`src/rtl/trng_pkg.sv`:
```
// Shared constants and the width-generic CRC step for the entropy collector.
// The step handles CRCs up to 16 bits over data words up to 64 bits wide.
package trng_pkg;

  localparam logic [7:0] POLY_DEFAULT = 8'h07;
  localparam int APT_WINDOW = 64;
  localparam int APT_CUTOFF = 13;
  localparam int CRC_MAXW = 16;
  localparam int DATA_MAXW = 64;

  // Galois LFSR, MSB-first, one bit per iteration over the low dw bits.
  function automatic logic [CRC_MAXW-1:0] crc_step(
    input logic [CRC_MAXW-1:0] state,
    input logic [CRC_MAXW-1:0] poly,
    input int ow,
    input logic [DATA_MAXW-1:0] data,
    input int dw
  );
    logic [CRC_MAXW-1:0] st;
    logic [CRC_MAXW-1:0] mask;
    logic fb;
    mask = CRC_MAXW'((17'd1 << ow) - 17'd1);
    st = state & mask;
    for (int i = DATA_MAXW - 1; i >= 0; i--) begin
      if (i < dw) begin
        fb = st[4'(ow - 1)] ^ data[6'(i)];
        st = ((st << 1) ^ (fb ? poly : '0)) & mask;
      end
    end
    return st;
  endfunction

endpackage

```
`src/rtl/trng_word_fifo.sv`:
```
// Output word FIFO; a pop frees space for a push at the same edge.
// DEPTH must be a power of two and at least 2.
module trng_word_fifo #(
  parameter int WIDTH = 8,
  parameter int DEPTH = 4,
  localparam int AW = $clog2(DEPTH),
  localparam int LW = AW + 1
) (
  input  logic             clk,
  input  logic             reset,
  input  logic             push,
  input  logic             pop,
  input  logic             flush,
  input  logic [WIDTH-1:0] din,
  output logic [WIDTH-1:0] dout,
  output logic [LW-1:0]    level,
  output logic             full
);

  logic [WIDTH-1:0] mem [DEPTH];
  logic [AW-1:0] rd_ptr;
  logic [AW-1:0] wr_ptr;
  logic do_pop;
  logic do_push;

  assign full = (level == LW'(DEPTH));
  assign do_pop = pop && (level != '0);
  assign do_push = push && (!full || do_pop);
  assign dout = (level != '0) ? mem[rd_ptr] : '0;

  always_ff @(posedge clk) begin
    if (do_push) mem[wr_ptr] <= din;
  end

  always_ff @(posedge clk) begin
    if (reset || flush) begin
      rd_ptr <= '0;
      wr_ptr <= '0;
      level  <= '0;
    end else begin
      if (do_push) wr_ptr <= wr_ptr + 1'b1;
      if (do_pop) rd_ptr <= rd_ptr + 1'b1;
      level <= level + LW'(do_push) - LW'(do_pop);
    end
  end

endmodule

```
`src/rtl/trng_crc_collector.sv`:
```
// XOR-fold + CRC entropy collector with repetition-count health test.
// Define TRNG_APT_EN to add the adaptive proportion test.
module trng_crc_collector
  import trng_pkg::*;
#(
  parameter int NSRC = 2,
  parameter int SRC_WIDTH = 32,
  parameter int OUT_WIDTH = 8,
  parameter logic [OUT_WIDTH-1:0] POLY = OUT_WIDTH'(POLY_DEFAULT),
  parameter int SAMPLES_PER_OUT = 1,
  parameter int RCT_CUTOFF = 16,
  parameter int FIFO_DEPTH = 4
) (
  input  logic                        i_clk,
  input  logic                        i_reset,
  input  logic [NSRC*SRC_WIDTH-1:0]   i_sampled,
  input  logic                        i_sampled_valid,
  input  logic                        i_read,
  input  logic                        i_clear_fail,
  output logic [OUT_WIDTH-1:0]        o_dat,
  output logic                        o_valid,
  output logic [$clog2(FIFO_DEPTH):0] o_level,
  output logic                        o_health_fail,
  output logic [7:0]                  o_drop_cnt
);

  localparam int LW = $clog2(FIFO_DEPTH) + 1;

  logic [SRC_WIDTH-1:0] fold;
  logic [OUT_WIDTH-1:0] crc_q;
  logic [OUT_WIDTH-1:0] step;
  logic [OUT_WIDTH-1:0] last_q;
  logic [3:0] cnt_q;
  logic [3:0] cnt_nxt;
  logic [7:0] rct_q;
  logic [7:0] rct_nxt;
  logic [7:0] drop_q;
  logic [LW-1:0] level;
  logic last_vld;
  logic fail_q;
  logic accept;
  logic done;
  logic rct_trip;
  logic apt_trip;
  logic trip;
  logic push;
  logic pop;
  logic full;

  always_comb begin
    fold = '0;
    for (int k = 0; k < NSRC; k++) begin
      fold = fold ^ i_sampled[k*SRC_WIDTH +: SRC_WIDTH];
    end
  end

  assign step = OUT_WIDTH'(crc_step(CRC_MAXW'(crc_q), CRC_MAXW'(POLY),
                                    OUT_WIDTH, DATA_MAXW'(fold), SRC_WIDTH));

  assign accept = i_sampled_valid && !fail_q && !i_clear_fail;
  assign cnt_nxt = cnt_q + 4'd1;
  assign done = accept && (cnt_nxt == 4'(SAMPLES_PER_OUT));

  assign rct_nxt = (last_vld && step == last_q)
                 ? ((rct_q == 8'hff) ? rct_q : rct_q + 8'd1)
                 : 8'd1;
  assign rct_trip = (rct_nxt >= 8'(RCT_CUTOFF));
  assign trip = done && (rct_trip || apt_trip);
  assign push = done && !trip;
  assign pop = i_read && o_valid;

  always_ff @(posedge i_clk) begin
    if (i_reset) begin
      crc_q    <= '0;
      cnt_q    <= '0;
      last_q   <= '0;
      last_vld <= 1'b0;
      rct_q    <= '0;
      fail_q   <= 1'b0;
      drop_q   <= '0;
    end else begin
      if (push && full && !pop && drop_q != 8'hff) drop_q <= drop_q + 8'd1;
      if (i_clear_fail) begin
        crc_q    <= '0;
        cnt_q    <= '0;
        last_vld <= 1'b0;
        rct_q    <= '0;
        fail_q   <= 1'b0;
      end else if (accept) begin
        if (done) begin
          crc_q    <= '0;
          cnt_q    <= '0;
          last_q   <= step;
          last_vld <= 1'b1;
          rct_q    <= rct_nxt;
          if (trip) fail_q <= 1'b1;
        end else begin
          crc_q <= step;
          cnt_q <= cnt_nxt;
        end
      end
    end
  end

`ifdef TRNG_APT_EN
  logic [6:0] win_q;
  logic [OUT_WIDTH-1:0] ref_q;
  logic [3:0] match_q;
  logic [3:0] match_nxt;

  assign match_nxt = match_q + 4'd1;
  assign apt_trip = (win_q != '0) && (step == ref_q) &&
                    (match_nxt >= 4'(APT_CUTOFF));

  always_ff @(posedge i_clk) begin
    if (i_reset || i_clear_fail) begin
      win_q   <= '0;
      ref_q   <= '0;
      match_q <= '0;
    end else if (done) begin
      if (win_q == '0) begin
        ref_q   <= step;
        win_q   <= 7'd1;
        match_q <= '0;
      end else begin
        win_q <= (win_q == 7'(APT_WINDOW - 1)) ? '0 : win_q + 7'd1;
        if (step == ref_q) match_q <= match_nxt;
      end
    end
  end
`else
  assign apt_trip = 1'b0;
`endif

  trng_word_fifo #(
    .WIDTH(OUT_WIDTH),
    .DEPTH(FIFO_DEPTH)
  ) u_fifo (
    .clk(i_clk),
    .reset(i_reset),
    .push(push),
    .pop(pop),
    .flush(trip),
    .din(step),
    .dout(o_dat),
    .level(level),
    .full(full)
  );

  assign o_level = level;
  assign o_valid = (level != '0) && !fail_q;
  assign o_health_fail = fail_q;
  assign o_drop_cnt = drop_q;

endmodule
```
`config.mk`:
```
export PLATFORM = sky130hd
export DESIGN_NAME = trng_crc_collector
export DESIGN_NICKNAME = d
export VERILOG_FILES = /design/src/rtl/trng_pkg.sv /design/src/rtl/trng_word_fifo.sv /design/src/rtl/trng_crc_collector.sv
export SDC_FILE = /design/constraint.sdc
export NUM_CORES = 1
export LEC_CHECK = 0
export ABC_AREA = 1
export CAP_MARGIN = 20
export CORE_ASPECT_RATIO = 1.5
export CORE_UTILIZATION = 40
export DETAILED_ROUTE_END_ITERATION = 10
export RECOVER_POWER = 100
export SYNTH_ARGS = -nofsm -noshare
export SYNTH_HDL_FRONTEND = slang
export SYNTH_SLANG_ARGS = --single-unit
```
`constraint.sdc`:
```
create_clock -name i_clk -period 9.9 [get_ports i_clk]
set_input_delay 0.99 -clock i_clk [delete_from_list [all_inputs] [get_ports i_clk]]
set_output_delay 0.99 -clock i_clk [all_outputs]
set_load 0.01 [all_outputs]
```
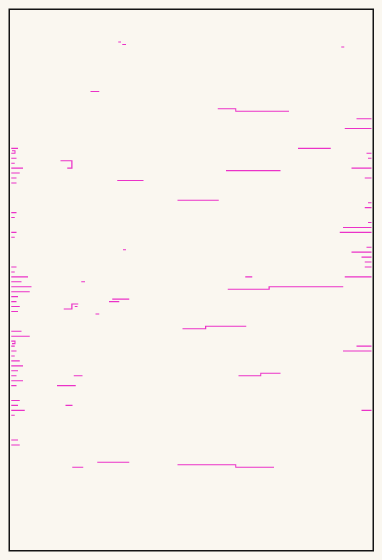
*Signal wires on met3, run 1*
The layer carries 344 µm of wire. The wires run mostly horizontal. 74 nets have wire on it. The longest straight run is 20.2 µm.

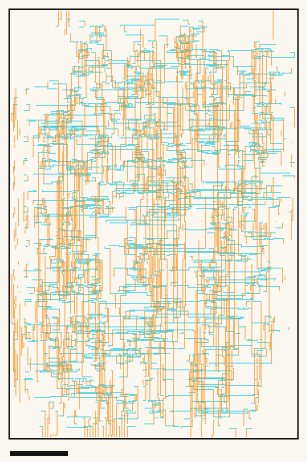
*Signal wires by layer, run 1*
The bar under the picture is 20 µm long. Two of the layers only.
Key: cyan = metal 1 [wire length 5,700 µm]; orange = metal 2 [wire length 7,750 µm]

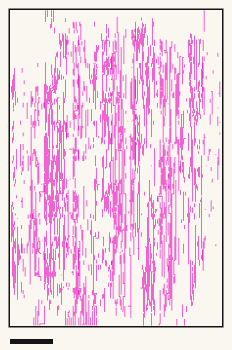
*Met2 routing, run 1*
The bar under the picture is 20 µm long.
The wires run mostly vertical. The longest straight run is 54.8 µm. The layer holds 55% of the routed length. 816 nets have wire on it. The layer carries 7,750 µm of wire.

==> flow_summary.ini, run 1 <==
; generated from flow reports
[sta]
slew_violations = 0
setup_tns_ns = 0
skew_ns = 0.00561
finalSetupViolations = 0

[logic_synthesis]
ys_cells = 890
async_reset_ff_frac = 0
synthSimpleGateAreaFrac = 0.420
xor_share = 0.0548
yosys-mux-area-fraction = 0
yosysWarnings = 0
yosys-stat-area_um2 = 5730
flop_cell = dfxtp_1
synthCells = 890

[clocking]
tritoncts = done
cts_root_buf = clkbuf_16
postCtsSetupBuffers = 0
clkTransAtPathRegs_ns = 0.06

[detailed_routing]
routed_wl_mm = 14.2
wire_per_inst_um = 12.1
drc = 0
dr_wl_met2_mm = 7.75
drt-met1-wl_mm = 5.70

[power_and_ir_drop]
power-top-group = combinational cells
comb-power_uw = 1650
intPower_uw = 1220
p_comb_frac = 0.650
powerDensity_nw_per_um2 = 360
p_seq_uw = 553

[final_layout]
finalNonFillerCells = 1179
fin_util = 0.505
lay_top_cells = nand2_1, nand3_1, inv_1, nor2_1, clkdlybuf4s50_1

[placement]
pre_cts_ws_ns = 4.18

[critical_path]
critPathMostFrequentCell = nand2_1
ff2ff_path_depth = 34
cp-start-kind = primary input
endpoint = u_fifo.level[2]$_SDFF_PP0_
reg2reg_slack_ns = 4.64
arrival_ns = 6.43

[run_status]
status = complete, no violations

[die]
die_x_um = 99.7
chipArea_um2 = 14800
[run 1: layout make-up]
class | count | share of cell area
inverter | 132 | 0.0703
multi-input combinational | 670 | 0.456
sequential | 79 | 0.269
tap | 192 | 0.0340
clock inverter | 7 | 0.0112
timing repair buffer | 90 | 0.127
clock buffer | 9 | 0.0319
[run 1: critical path, delay by kind of cell]
family          cells  cell delay, ns
xor+xnor            2            0.36
compound gates      1            0.14
buf+inv             7            1.29
fa+ha+maj           2            0.59
simple gates       25            3.04
[run 1: registers in the layout, summed over array words and instances, names as in the netlist, named ones only]
register / flops
crc_q: 8
o_health_fail: 1
rct_q: 8
u_fifo.wr_ptr: 2
u_fifo.rd_ptr: 2
cnt_q: 4
u_fifo.level: 3
last_vld: 1
last_q: 8
u_fifo.mem: 32
o_drop_cnt: 8
### Clock routing, run 1

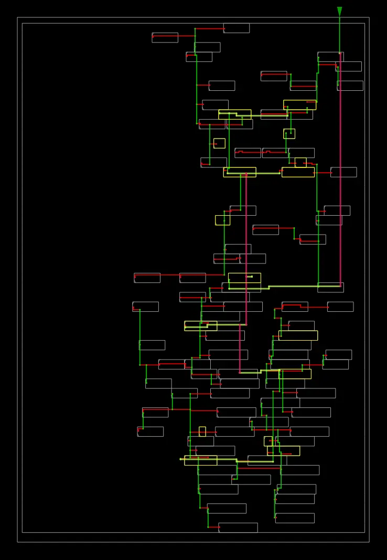

## Run 2: what changed since run 1
clock period = 5.4 ns   (was 9.9 ns; I/O delays follow)
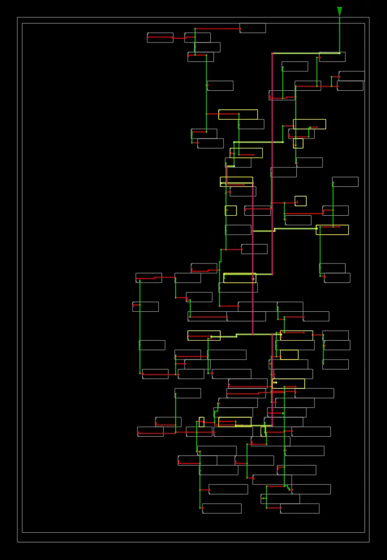
*Clock routing, run 2*
Late-Pin Clk Latency: 0.33 ns
CTS Buf Count: 9

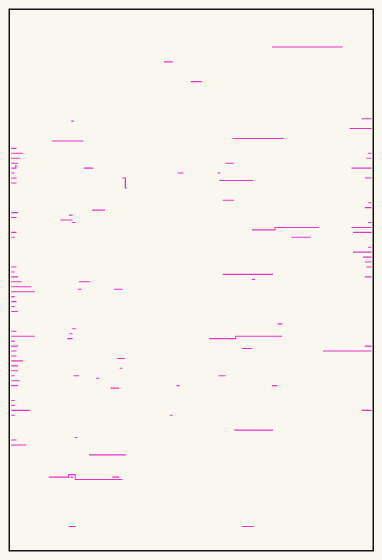
*Signal wires on met3, run 2*
The layer holds 2.4% of the routed length. The layer carries 333 µm of wire. The wires run mostly horizontal. 84 nets have wire on it.

==> run 2 against run 1 <==
Net effect: synthesized area did not move; sequential cell count did not move; design area increased by 2.4%; global-route usage rose by 0.11 points; cell count is 0.68% higher; largest power group unchanged.
==> flow_summary.ini, run 2 <==
; generated from flow reports
[run_status]
status = complete, no violations

[final_layout]
largest_reg_flops = 32
clock_buffers = 12
comb_area_frac = 0.461
inv_count = 132
drive_gt1_frac = 0.0794
seq_area_frac = 0.263
clk_share = 0.0417
largest_register = u_fifo.mem
lay_top_cells = nand2_1, nand3_1, inv_1, nor2_1, clkdlybuf4s50_1
fin_util = 0.517
area_dominant_class = multi-input combinational cells
nNonClkBuffers = 98
finalNonFillerCells = 1187
nonClkBufAreaFrac = 0.132

[sta]
setup_tns_ns = 0
slew_violations = 0
skew_ns = 0.00653
finalSetupViolations = 0

[detailed_routing]
dr_wl_met2_mm = 7.51
drc = 0
wire_per_inst_um = 12.0

[critical_path]
crit_buf_inv = 5
critPathMostFrequentCell = nand2_1
arrival_ns = 5.10
reg2reg_slack_ns = 0.94
cp_top_family = simple AND/OR/NAND/NOR gates
cp-start-kind = primary input

[power_and_ir_drop]
power-top-group = combinational cells
p_seq_uw = 1020
p_comb_frac = 0.661
intPower_uw = 2310
powerDensity_nw_per_um2 = 662

[die]
taps = 192
die_x_um = 99.7

[logic_synthesis]
flop_cell = dfxtp_1
async_reset_ff_frac = 0
ys_cells = 890
synthCells = 890
yosysWarnings = 0
yosys-mux-area-fraction = 0
yosys-stat-area_um2 = 5730
xor_share = 0.0548

[clocking]
cts_root_buf = clkbuf_16
clkTransAtPathRegs_ns = 0.06
postCtsSetupBuffers = 0
tritoncts = done

[placement]
pre_cts_ws_ns = 0.112
-- run 2: tightest hold or removal path: stages, from the launching register on --
cell     delay [ns]
dfxtp_1        0.33
nor2_1         0.05
nor2_1         0.06
-- run 2: worst paths after layout --
check,depth (start not counted),startpoint,endpoint
worst max-delay path,36,i_sampled[28],u_fifo.level[2]$_SDFF_PP0_
worst min-delay path,2,last_vld$_SDFFE_PP0P_,last_vld$_SDFFE_PP0P_
worst max register to register,33,crc_q[4]$_SDFFE_PP0P_,u_fifo.level[2]$_SDFF_PP0_
worst min register to register,2,last_vld$_SDFFE_PP0P_,last_vld$_SDFFE_PP0P_
-- run 2: metal layers --
metal  GRT usage  vias to the layer above
li1            -                     3039
met1       0.206                     2509
met2       0.385                      121
met3      0.0263                       39
met4       0.119                        0
met5           0                        -
Power and IR drop assume default switching activity.
